**src/rtl/alu_arbiter.sv**
```systemverilog
// Two-requester front end for a shared external combinational ALU: IDLE -> EXEC -> WB per operation.
// Define ALU_ARB_ROUND_ROBIN_EN for round-robin arbitration; the default build uses fixed priority (requester 0 wins).
module alu_arbiter (
   input  logic        clk,
   input  logic        rst,
   input  logic        req0,
   input  logic        req1,
   input  logic [3:0]  op0,
   input  logic [3:0]  op1,
   input  logic [31:0] a0,
   input  logic [31:0] b0,
   input  logic [31:0] a1,
   input  logic [31:0] b1,
   output logic        gnt0,
   output logic        gnt1,
   output logic        done0,
   output logic        done1,
   output logic [31:0] result,
   output logic        err,
   output logic        busy,
   output logic [31:0] alu_a,
   output logic [31:0] alu_b,
   output logic [3:0]  alu_op,
   input  logic [31:0] alu_out
);

   typedef enum logic [1:0] {
      IDLE = 2'd0,
      EXEC = 2'd1,
      WB   = 2'd2
   } state_t;

   state_t      state_q, state_d;
   logic        winner_q, winner_d;
   logic [3:0]  op_q, op_d;
   logic [31:0] a_q, a_d;
   logic [31:0] b_q, b_d;
   logic [31:0] result_q, result_d;
   logic        err_q, err_d;
   logic        pick1;
   logic        divZero;

   // winner_q doubles as the last-winner record; its reset value of 1 lets requester 0 win the first tie
`ifdef ALU_ARB_ROUND_ROBIN_EN
   assign pick1 = req1 & (~req0 | ~winner_q);
`else
   assign pick1 = req1 & ~req0;
`endif

   assign divZero = (op_q == 4'd3) && (b_q == 32'd0);

   always_ff @(posedge clk or posedge rst) begin
      if (rst) begin
         state_q  <= IDLE;
         winner_q <= 1'b1;
         op_q     <= 4'd0;
         a_q      <= 32'd0;
         b_q      <= 32'd0;
         result_q <= 32'd0;
         err_q    <= 1'b0;
      end else begin
         state_q  <= state_d;
         winner_q <= winner_d;
         op_q     <= op_d;
         a_q      <= a_d;
         b_q      <= b_d;
         result_q <= result_d;
         err_q    <= err_d;
      end
   end

   always_comb begin
      state_d  = state_q;
      winner_d = winner_q;
      op_d     = op_q;
      a_d      = a_q;
      b_d      = b_q;
      result_d = result_q;
      err_d    = err_q;
      case (state_q)
         IDLE, WB: begin
            if (req0 | req1) begin
               state_d  = EXEC;
               winner_d = pick1;
               op_d     = pick1 ? op1 : op0;
               a_d      = pick1 ? a1 : a0;
               b_d      = pick1 ? b1 : b0;
            end else begin
               state_d = IDLE;
            end
         end
         EXEC: begin
            // a zero divisor overrides whatever the external ALU produces
            state_d  = WB;
            result_d = divZero ? 32'd0 : alu_out;
            err_d    = divZero;
         end
         default: state_d = IDLE;
      endcase
   end

   assign gnt0   = (state_q == EXEC) & ~winner_q;
   assign gnt1   = (state_q == EXEC) &  winner_q;
   assign done0  = (state_q == WB)   & ~winner_q;
   assign done1  = (state_q == WB)   &  winner_q;
   assign err    = (state_q == WB)   &  err_q;
   assign busy   = (state_q != IDLE);
   assign result = result_q;
   assign alu_a  = a_q;
   assign alu_b  = b_q;
   assign alu_op = op_q;

endmodule

```
**config.mk**
```make
export PLATFORM = sky130hd
export DESIGN_NAME = alu_arbiter
export DESIGN_NICKNAME = d
export VERILOG_FILES = /design/src/rtl/alu_arbiter.sv
export SDC_FILE = /design/constraint.sdc
export NUM_CORES = 1
export LEC_CHECK = 0
export CAP_MARGIN = 10
export CORE_UTILIZATION = 38
export CTS_CLUSTER_DIAMETER = 80
export CTS_CLUSTER_SIZE = 14
export DETAILED_ROUTE_END_ITERATION = 6
export PLACE_DENSITY = 0.88
export RECOVER_POWER = 50
export SLEW_MARGIN = 10
export SYNTH_ARGS = -nofsm -noshare
export SYNTH_HDL_FRONTEND = slang
export SYNTH_SLANG_ARGS = --single-unit
```
**constraint.sdc**
```tcl
create_clock -name clk -period 4.2 [get_ports clk]
set_input_delay 0.84 -clock clk [delete_from_list [all_inputs] [get_ports clk]]
set_output_delay 0.84 -clock clk [all_outputs]
set_load 0.01 [all_outputs]
```
Routing congestion map:
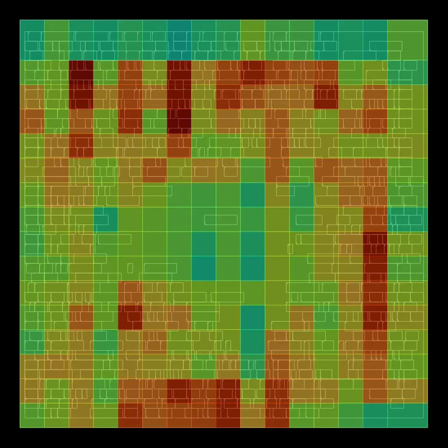
total track usage: 0.236
WL/cell: 17.2 um
grt peak-use layer: met2
Final Util: 0.651

Routed clock nets over the placement:
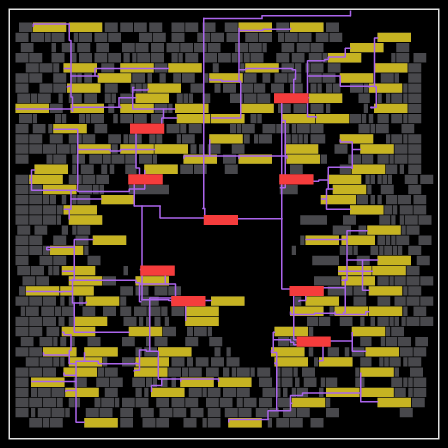
[red] clock-net drivers | count: 9
[purple] clock wires | length: 1280 um
[yellow] flip-flops | count: 104
flops lie: widely spread

Cell density map:
11 x 11 tiles, from dark blue (low) to red (high), 0 to 100% covered.
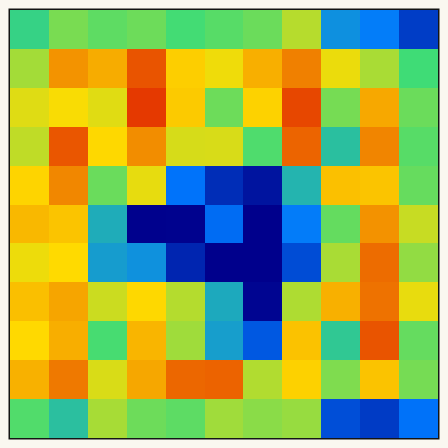
nearly empty tiles: 5.0%
fullest tile: 94%
mean over tiles: 59%
emptiest ninth of the die: center
tiles over 75% full: 35%

## where the power goes
group          internal (mW)  switching (mW)
registers               1.21           0.144
logic                  0.594           0.476
clock network          0.494           0.355
## cells by family after synthesis
kind of cell / Yosys count / synth area share
simple gates: 152 / 0.133
buf+inv: 46 / 0.0533
flops: 104 / 0.539
mux: 68 / 0.141
compound gates: 104 / 0.134
## cells in the final DEF (no fill, tap or decap), types with 3 or more instances in the layout
master           count
mux2i_1             68
a32oi_1             32
clkbuf_1             3
nand2_1            132
o21ai_0             48
dlygate4sd3_1       52
clkbuf_16            9
and3_1               3
dfrtp_1            103
nor4_1               6
clkdlybuf4s50_1    225
inv_1                4
o21ai_1             20
## sequential cells by signal, summed over array words and instances (netlist names)
signal	count
alu_a	32
alu_b	32
result	32
alu_op	4
state_q	2
err_q	1
winner_q	1
## final timing paths
kind | start | cells past startpoint | slack, ns | end
max | rst | 3 | 1.17 | alu_b[21]$_DFFE_PP0P_
min | alu_a[30]$_DFFE_PP0P_ | 2 | 0.48 | alu_a[30]$_DFFE_PP0P_
max reg2reg | alu_op[3]$_DFFE_PP0P_ | 3 | 1.77 | result[31]$_DFFE_PP0P_
min reg2reg | alu_a[30]$_DFFE_PP0P_ | 2 | 0.48 | alu_a[30]$_DFFE_PP0P_
max in group clk | state_q[1]$_DFF_PP0_ | 3 | 1.37 | gnt0
min in group asynchronous | rst | 2 | 1.53 | alu_a[21]$_DFFE_PP0P_
## stage by stage
stage | worst slack (ns) | total power, mW | std cells | cell area [sq um] | utilization
after detailed placement | 1.61 | 2.49 | 882 | 7650 | 0.627
after floorplan | 0.629 | 1.78 | 474 | 4830 | -
after global placement | 1.63 | 2.45 | 882 | 7650 | 0.627
after CTS | 1.33 | 3.35 | 898 | 7960 | 0.651
final | 1.17 | 3.28 | 898 | 7950 | 0.651
after global routing | 0.767 | 3.45 | 898 | 7950 | 0.651
## routing by layer
layer / global-route usage / vias up / part of all wire / wire (um)
met5: 0 / - / 0 / 0
met4: 0.132 / 0 / 0.038 / 582
met3: 0.0638 / 37 / 0.077 / 1180
met2: 0.401 / 242 / 0.51 / 7820
met1: 0.270 / 2094 / 0.38 / 5850
li1: - / 2166 / - / -
## area by class of cell
cell class                 count  area, sq um  share of cell area
sequential                   104         2600               0.327
tap                          168          210              0.0264
timing repair buffer         281         2820               0.355
multi-input combinational    324         1990               0.250
clock inverter                 3         40.0             0.00503
inverter                       5         22.5             0.00283
clock buffer                  13          260              0.0327
## worst register-to-register path, cell delays in order, from the launching register on
cell,delay [ns]
dfrtp_1,0.41
nor4b_1,0.45
and4_1,1.07
a32oi_1,0.29
==> deck_impl_summary.md <==
Implementation Results

Status
  – Outcome: finished, violations left
  – Failing checks: capacitance limit, slew limit

Die
  – Row count: ~40
  – Chip Width: 115 um
  – Core area: 12200 sq um
  – Die Size: 13200 sq um
  – Ports: 278
  – Fp util: 0.396
  – Die H: 115 um

Clock network
  – TritonCTS clock tree: yes
  – Clk latency late pin: 0.33 ns
  – H-tree Lvls: 3
  – Clock Path Buffers: 2
  – Worst-path clk slew: approximately 0.060 ns
  – # hold bufs at CTS: 0
  – CTS sink count: 104
  – CTS resizes: 0
  – CTS Root Cell: clkbuf_16
  – Post-CTS Setup Inserts: 0
  – CTS Buf Count: 9

Logic synthesis
  – Top-count cell post-synth: nand2_1
  – Syn Nets: 646
  – Yosys warnings: 0
  – FF+latch count, synth: 104
  – Top cell type's share of synthesized area: 0.533
  – Most used DFF post-synth: dfrtp_1
  – Top post-synthesis cells by count: nand2_1 (132), dfrtp_1 (103), mux2i_1 (68)
  – Post-synth EDFFs: 0
  – Top cells, area: dfrtp_1 (53%), mux2i_1 (14%), nand2_1 (10%), a32oi_1 (5.8%), o21ai_0 (5.0%)
  – Synth area leader: dfrtp_1
  – Cells after Synth: 474
  – Register share after synthesis: 0.539
  – Yosys cell types: 26
  – FFs w/ async S/R, synth: 1.00
  – Yosys stat area: 4830 sq um
  – # Cells Yosys: 474
  – Synthesized area per cell: slightly above 10 sq um
  – Synthesized area: 4830 sq um

STA
  – Hold WS: ~0.48 ns
  – Fin crit period: 3.03 ns
  – Relative slew margins: -0.312
  – Slew Limit Fails: approximately 92
  – RSZ-0062 raised after global routing: no
  – Endpoints failing hold: 0
  – Final period util: 0.720
  – Clock skew: 0.00888 ns
  – # setup viols final: 0
  – TNS Setup: 0 ns
  – Max Clock Freq: between 300 and 400 MHz
  – Least-Margin Pin Slew: 1.97 ns

Route
  – 1st-iter DRT viols: 280
  – Overall routed net length: 15.4 mm
  – Detailed Routing Iterations Pass 1: 5
  – Routed vias: 4539
  – Routed Antenna Nets: 0
  – Drt drc: 0
  – Drt via density: ~5.1

Setup path
  – Worst setup path class: in2async
  – Crit path max-delay cell type: clkinvlp_4
  – Startpoint Class: input pin
  – Crit path max fanout: 91
  – Max incr delay on CP: 1.22 ns
  – Critical path arrival: 3.39 ns
  – CP Capture Type: asynchronous set/reset pin
  – CP cell instances: dlygate4sd3_1 -> clkinvlp_4 -> clkbuf_1
  – Crit path buffers/inverters: 3
  – Critical path required time: 4.57 ns
  – CP top delay family: buffers and inverters

Job
  – Tool warning count: 28
  – Maxcap violations: 1

Global routing
  – Vias in the first global route: roughly 4700
  – Pin count of the biggest net entering global routing: 138
  – Remaining global-route overflow: 0
  – Initial antenna violation count: 0
  – First-pass GRT wire length: 23.8 mm

Finish
  – Synthesis-to-finish area growth: 64.5%
  – NumNets Final: 897
  – Share of cells above drive strength 1: 0.0329
  – Fillers: 960
  – N_diodes: 0

Placement
  – IO buf count: 277
  – Detail Placement HPWL: 11.3 mm
  – Routability-driven placement congestion ratio: 0.785

Hold path
  – HP Class: reg2reg

Power and ir drop
  – Worst IR drop on VDD: 191 uV
  – Cell Pwr Density: just over 400 nW/um^2
  – Leak: 3.34 nW
No activity file was given, so power comes from the tool's default toggle rates.
